Figure 1. Routed metal, one color a layer.
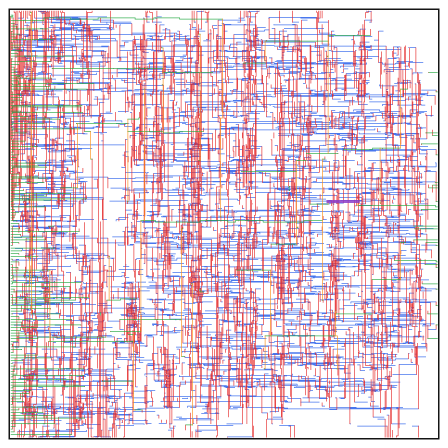
Figure 2. Zoomed window.
Window x 86 to 126, y 44 to 84 µm. Cells in gray, sequential cells in the stronger gray; small squares are vias.
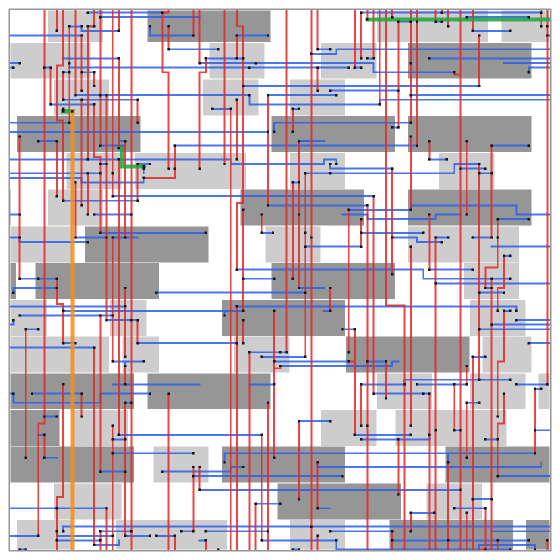
<file path="src/rtl/fpu_pkg.sv">
// Shared types for the fdiv scheduler: tag pipeline entries and buffered results.
package fpu_pkg;

  localparam int unsigned FDIV_LAT  = 4;
  // Wide enough for the largest supported requester count (4).
  localparam int unsigned FDIV_ID_W = 2;

  typedef struct packed {
    logic                 v;
    logic [FDIV_ID_W-1:0] id;
    logic [4:0]           addr;
  } fdiv_tag_t;

  typedef struct packed {
    logic [31:0]          data;
    logic [4:0]           addr;
    logic [FDIV_ID_W-1:0] id;
  } fdiv_res_t;

endpackage

</file>
<file path="src/rtl/fdiv_res_fifo.sv">
// First-word-fall-through result FIFO; the head entry is visible whenever the FIFO is non-empty.
module fdiv_res_fifo
  import fpu_pkg::*;
#(
  parameter int unsigned DEPTH = 8
) (
  input  logic                   i_clk,
  input  logic                   i_rst,
  input  logic                   i_wr_en,
  input  fdiv_res_t              i_wr_data,
  input  logic                   i_rd_en,
  output fdiv_res_t              o_rd_data,
  output logic                   o_empty,
  output logic [$clog2(DEPTH):0] o_count
);

  localparam int unsigned AW = $clog2(DEPTH);

  fdiv_res_t       r_mem [DEPTH];
  logic [AW-1:0]   r_wptr;
  logic [AW-1:0]   r_rptr;
  logic [AW:0]     r_count;
  logic            w_rd;
  logic            w_full;

  assign o_empty   = (r_count == '0);
  assign w_full    = (r_count == (AW+1)'(DEPTH));
  assign w_rd      = i_rd_en && !o_empty;
  assign o_rd_data = r_mem[r_rptr];
  assign o_count   = r_count;

  always_ff @(posedge i_clk or posedge i_rst) begin
    if (i_rst) begin
      for (int i = 0; i < int'(DEPTH); i++) r_mem[i] <= '0;
      r_wptr  <= '0;
      r_rptr  <= '0;
      r_count <= '0;
    end else begin
      if (i_wr_en) begin
        r_mem[r_wptr] <= i_wr_data;
        r_wptr        <= r_wptr + 1'b1;
      end
      if (w_rd) r_rptr <= r_rptr + 1'b1;
      unique case ({i_wr_en, w_rd})
        2'b10:   r_count <= r_count + 1'b1;
        2'b01:   r_count <= r_count - 1'b1;
        default: r_count <= r_count;
      endcase
    end
  end

  a_no_overflow: assert property (@(posedge i_clk) disable iff (i_rst) i_wr_en |-> !w_full);

endmodule

</file>
<file path="src/rtl/fdiv_sched.sv">
// Round-robin issue of divide requests into a shared fixed-latency fdiv unit, with
// credit-protected buffering of results so a stalled consumer never drops one.
module fdiv_sched
  import fpu_pkg::*;
#(
  parameter int unsigned NREQ   = 2,
  parameter int unsigned LAT    = FDIV_LAT,
  parameter int unsigned FDEPTH = 8,
  localparam int unsigned IDW   = (NREQ > 1) ? $clog2(NREQ) : 1
) (
  input  logic              clk,
  input  logic              rst,
  input  logic [NREQ-1:0]   req_valid,
  output logic [NREQ-1:0]   req_ready,
  input  logic [NREQ*32-1:0] req_x1,
  input  logic [NREQ*32-1:0] req_x2,
  input  logic [NREQ*5-1:0] req_addr,
  output logic [31:0]       div_x1,
  output logic [31:0]       div_x2,
  output logic              div_flagin,
  output logic [4:0]        div_addin,
  input  logic [31:0]       div_y,
  input  logic              div_flagout,
  input  logic [4:0]        div_addout,
  output logic              res_valid,
  input  logic              res_ready,
  output logic [31:0]       res_data,
  output logic [4:0]        res_addr,
  output logic [IDW-1:0]    res_id
);

  localparam int unsigned CW = $clog2(FDEPTH + 1);

  logic [IDW-1:0]         r_ptr;
  logic [CW-1:0]          r_credit;
  logic                   w_found;
  logic [IDW-1:0]         w_gnt;
  logic [NREQ-1:0]        w_ready;
  logic                   w_issue;
  logic                   w_pop;
  logic [31:0]            r_div_x1;
  logic [31:0]            r_div_x2;
  logic [4:0]             r_div_addin;
  logic                   r_div_flagin;
  logic [FDIV_ID_W-1:0]   r_div_id;
  fdiv_tag_t              r_tag [LAT];
  fdiv_tag_t              w_tail;
  fdiv_res_t              w_wr_data;
  fdiv_res_t              w_head;
  logic                   w_empty;
  logic [$clog2(FDEPTH):0] w_count;

  always_comb begin
    w_found = 1'b0;
    w_gnt   = '0;
    for (int i = 0; i < int'(NREQ); i++) begin
      if (!w_found && req_valid[(int'(r_ptr) + i) % NREQ]) begin
        w_found = 1'b1;
        w_gnt   = IDW'((int'(r_ptr) + i) % NREQ);
      end
    end
  end

  // Ready looks only at the registered credit, so a pop frees a slot from the next cycle.
  always_comb begin
    w_ready = '0;
    if (w_found && (r_credit != '0)) w_ready[w_gnt] = 1'b1;
  end

  assign req_ready = w_ready;
  assign w_issue   = w_found && (r_credit != '0);
  assign w_pop     = res_valid && res_ready;

  always_ff @(posedge clk or posedge rst) begin
    if (rst) begin
      r_ptr        <= '0;
      r_credit     <= CW'(FDEPTH);
      r_div_x1     <= '0;
      r_div_x2     <= '0;
      r_div_addin  <= '0;
      r_div_flagin <= 1'b0;
      r_div_id     <= '0;
    end else begin
      r_div_flagin <= w_issue;
      if (w_issue) begin
        r_ptr       <= IDW'((int'(w_gnt) + 1) % NREQ);
        r_div_x1    <= req_x1[int'(w_gnt)*32 +: 32];
        r_div_x2    <= req_x2[int'(w_gnt)*32 +: 32];
        r_div_addin <= req_addr[int'(w_gnt)*5 +: 5];
        r_div_id    <= FDIV_ID_W'(w_gnt);
      end
      unique case ({w_issue, w_pop})
        2'b10:   r_credit <= r_credit - 1'b1;
        2'b01:   r_credit <= r_credit + 1'b1;
        default: r_credit <= r_credit;
      endcase
    end
  end

  assign div_x1     = r_div_x1;
  assign div_x2     = r_div_x2;
  assign div_addin  = r_div_addin;
  assign div_flagin = r_div_flagin;

  // Shadows the fdiv pipeline; fdiv itself has no reset, so only this copy is trusted.
  always_ff @(posedge clk or posedge rst) begin
    if (rst) begin
      for (int i = 0; i < int'(LAT); i++) r_tag[i] <= '0;
    end else begin
      r_tag[0] <= '{v: r_div_flagin, id: r_div_id, addr: r_div_addin};
      for (int i = 1; i < int'(LAT); i++) r_tag[i] <= r_tag[i-1];
    end
  end

  assign w_tail    = r_tag[LAT-1];
  assign w_wr_data = '{data: div_y, addr: w_tail.addr, id: w_tail.id};

  fdiv_res_fifo #(
    .DEPTH (FDEPTH)
  ) u_fifo (
    .i_clk     (clk),
    .i_rst     (rst),
    .i_wr_en   (w_tail.v),
    .i_wr_data (w_wr_data),
    .i_rd_en   (w_pop),
    .o_rd_data (w_head),
    .o_empty   (w_empty),
    .o_count   (w_count)
  );

  assign res_valid = !w_empty;
  assign res_data  = w_head.data;
  assign res_addr  = w_head.addr;
  assign res_id    = w_head.id[IDW-1:0];

  a_fdiv_agree: assert property (@(posedge clk) disable iff (rst)
    w_tail.v |-> (div_flagout && (div_addout == w_tail.addr)));
  a_credit_range: assert property (@(posedge clk) disable iff (rst)
    (r_credit <= CW'(FDEPTH)) && (32'(w_count) + 32'(r_credit) <= FDEPTH));

endmodule

</file>
<file path="config.mk">
export PLATFORM = sky130hd
export DESIGN_NAME = fdiv_sched
export DESIGN_NICKNAME = d
export VERILOG_FILES = /design/src/rtl/fpu_pkg.sv /design/src/rtl/fdiv_res_fifo.sv /design/src/rtl/fdiv_sched.sv
export SDC_FILE = /design/constraint.sdc
export NUM_CORES = 1
export LEC_CHECK = 0
export CAP_MARGIN = 20
export CELL_PAD_IN_SITES_DETAIL_PLACEMENT = 1
export CELL_PAD_IN_SITES_GLOBAL_PLACEMENT = 1
export CORE_MARGIN = 1
export CORE_UTILIZATION = 41
export CTS_CLUSTER_SIZE = 24
export DETAILED_ROUTE_END_ITERATION = 12
export PLACE_DENSITY_LB_ADDON = 0.12
export SLEW_MARGIN = 5
export SYNTH_ARGS = -nofsm -noshare
export SYNTH_HDL_FRONTEND = slang
export SYNTH_SLANG_ARGS = --single-unit
</file>
<file path="constraint.sdc">
create_clock -name clk -period 15.06 [get_ports clk]
set_input_delay 3.012 -clock clk [delete_from_list [all_inputs] [get_ports clk]]
set_output_delay 3.012 -clock clk [all_outputs]
set_load 0.02 [all_outputs]
</file>
==> flow_summary.yaml <==
# yosys + openroad results
status:
  status: "finished clean"
final_layout:
  dominant_cells: "registers"
  syn_to_final_growth_pct: 27.9
  drive_above_1_share_pct: 36.8
  clk_share_pct: 7.20
  num_antenna_cells: 4
synthesis:
  synthTopCellsByCount: "dfrtp_1, mux2_2, mux4_2, and2_1, a221o_1"
  yosysWarningCount: 0
  synthFlopType: "dfrtp_1"
  ys_sh_xor_pct: 0.531
  synthDistinctLibCells: 35
  ys_cells: 1129
cts:
  clk_latency_ps: 580
  cts_buffers: 46
  postCtsSetupBuffers: 0
  postCtsHoldBufs: 0
worst_setup_path:
  slowest_stage: "clkdlybuf4s50_1"
  crit_fanout: 2
  cp_num_cells: 5
  crit_chain: "clkdlybuf4s50_1 > inv_1 > o21ai_0 > nor2b_4 > clkdlybuf4s50_1"
  arrival_ps: 4790
  ff2ff_setup_slack_ps: 11550
  cp_top_family: "buffers and inverters"
placed_design:
  post-dp-hpwl_mm: 28.6
pwr:
  ir_drop_mv: 0.114
  power_frac_clock_pct: 22.0
floorplan:
  pin_count: 292
  num_rows: 76
  core_area_um2: 43400
sta:
  holdWs_ps: 343
  hold_viol_final: 0
drt:
  wirelength_met1_mm: 19.6
global_route:
  first_global_vias: 12500
job:
  cap_violations: 0
min_path:
  worstHoldStart: "r_tag[18]"
Notes on Figure 1 above:
color	layer	wire length
blue	met1	19600 µm
red	met2	23.1 mm
purple	met5	14.7 µm
green	met3	2770 µm
orange	met4	1140 µm

Notes on Figure 2 above:
color	layer
green	met3
red	met2
blue	met1
orange	met4
sequential cells in the window	19
netlist names of flops here include	u_fifo.r_mem (17)
most frequent	mux2_2 (23), dfrtp_1 (18), mux4_2 (6)
cells with their middle in the window	55

==> layout by cell type (no fill, tap or decap), types with 3 or more instances in the layout <==
cell type	n
clkbuf_1	10
xnor2_1	5
inv_1	4
a221o_1	69
dfrtp_1	414
xor2_1	6
clkinv_2	7
a21o_1	3
clkdlybuf4s50_1	285
nand2_1	7
clkbuf_16	47
nand4b_1	3
o21ai_0	5
ha_1	8
diode_2	4
buf_4	20
and2_1	71
clkbuf_8	13
mux2_2	345
nor3_1	3
mux4_2	76
bufinv_16	7
==> power by group through the flow <==
stage,registers (mW),clock network [mW],logic [mW]
after floorplan,1.95,0,1.59
after global placement,1.98,0,2.35
after detailed placement,2.01,0,2.40
after CTS,2.00,1.26,2.40
after global routing,2.07,1.30,2.54
final,1.99,1.22,2.36
Power and IR drop assume default switching activity.
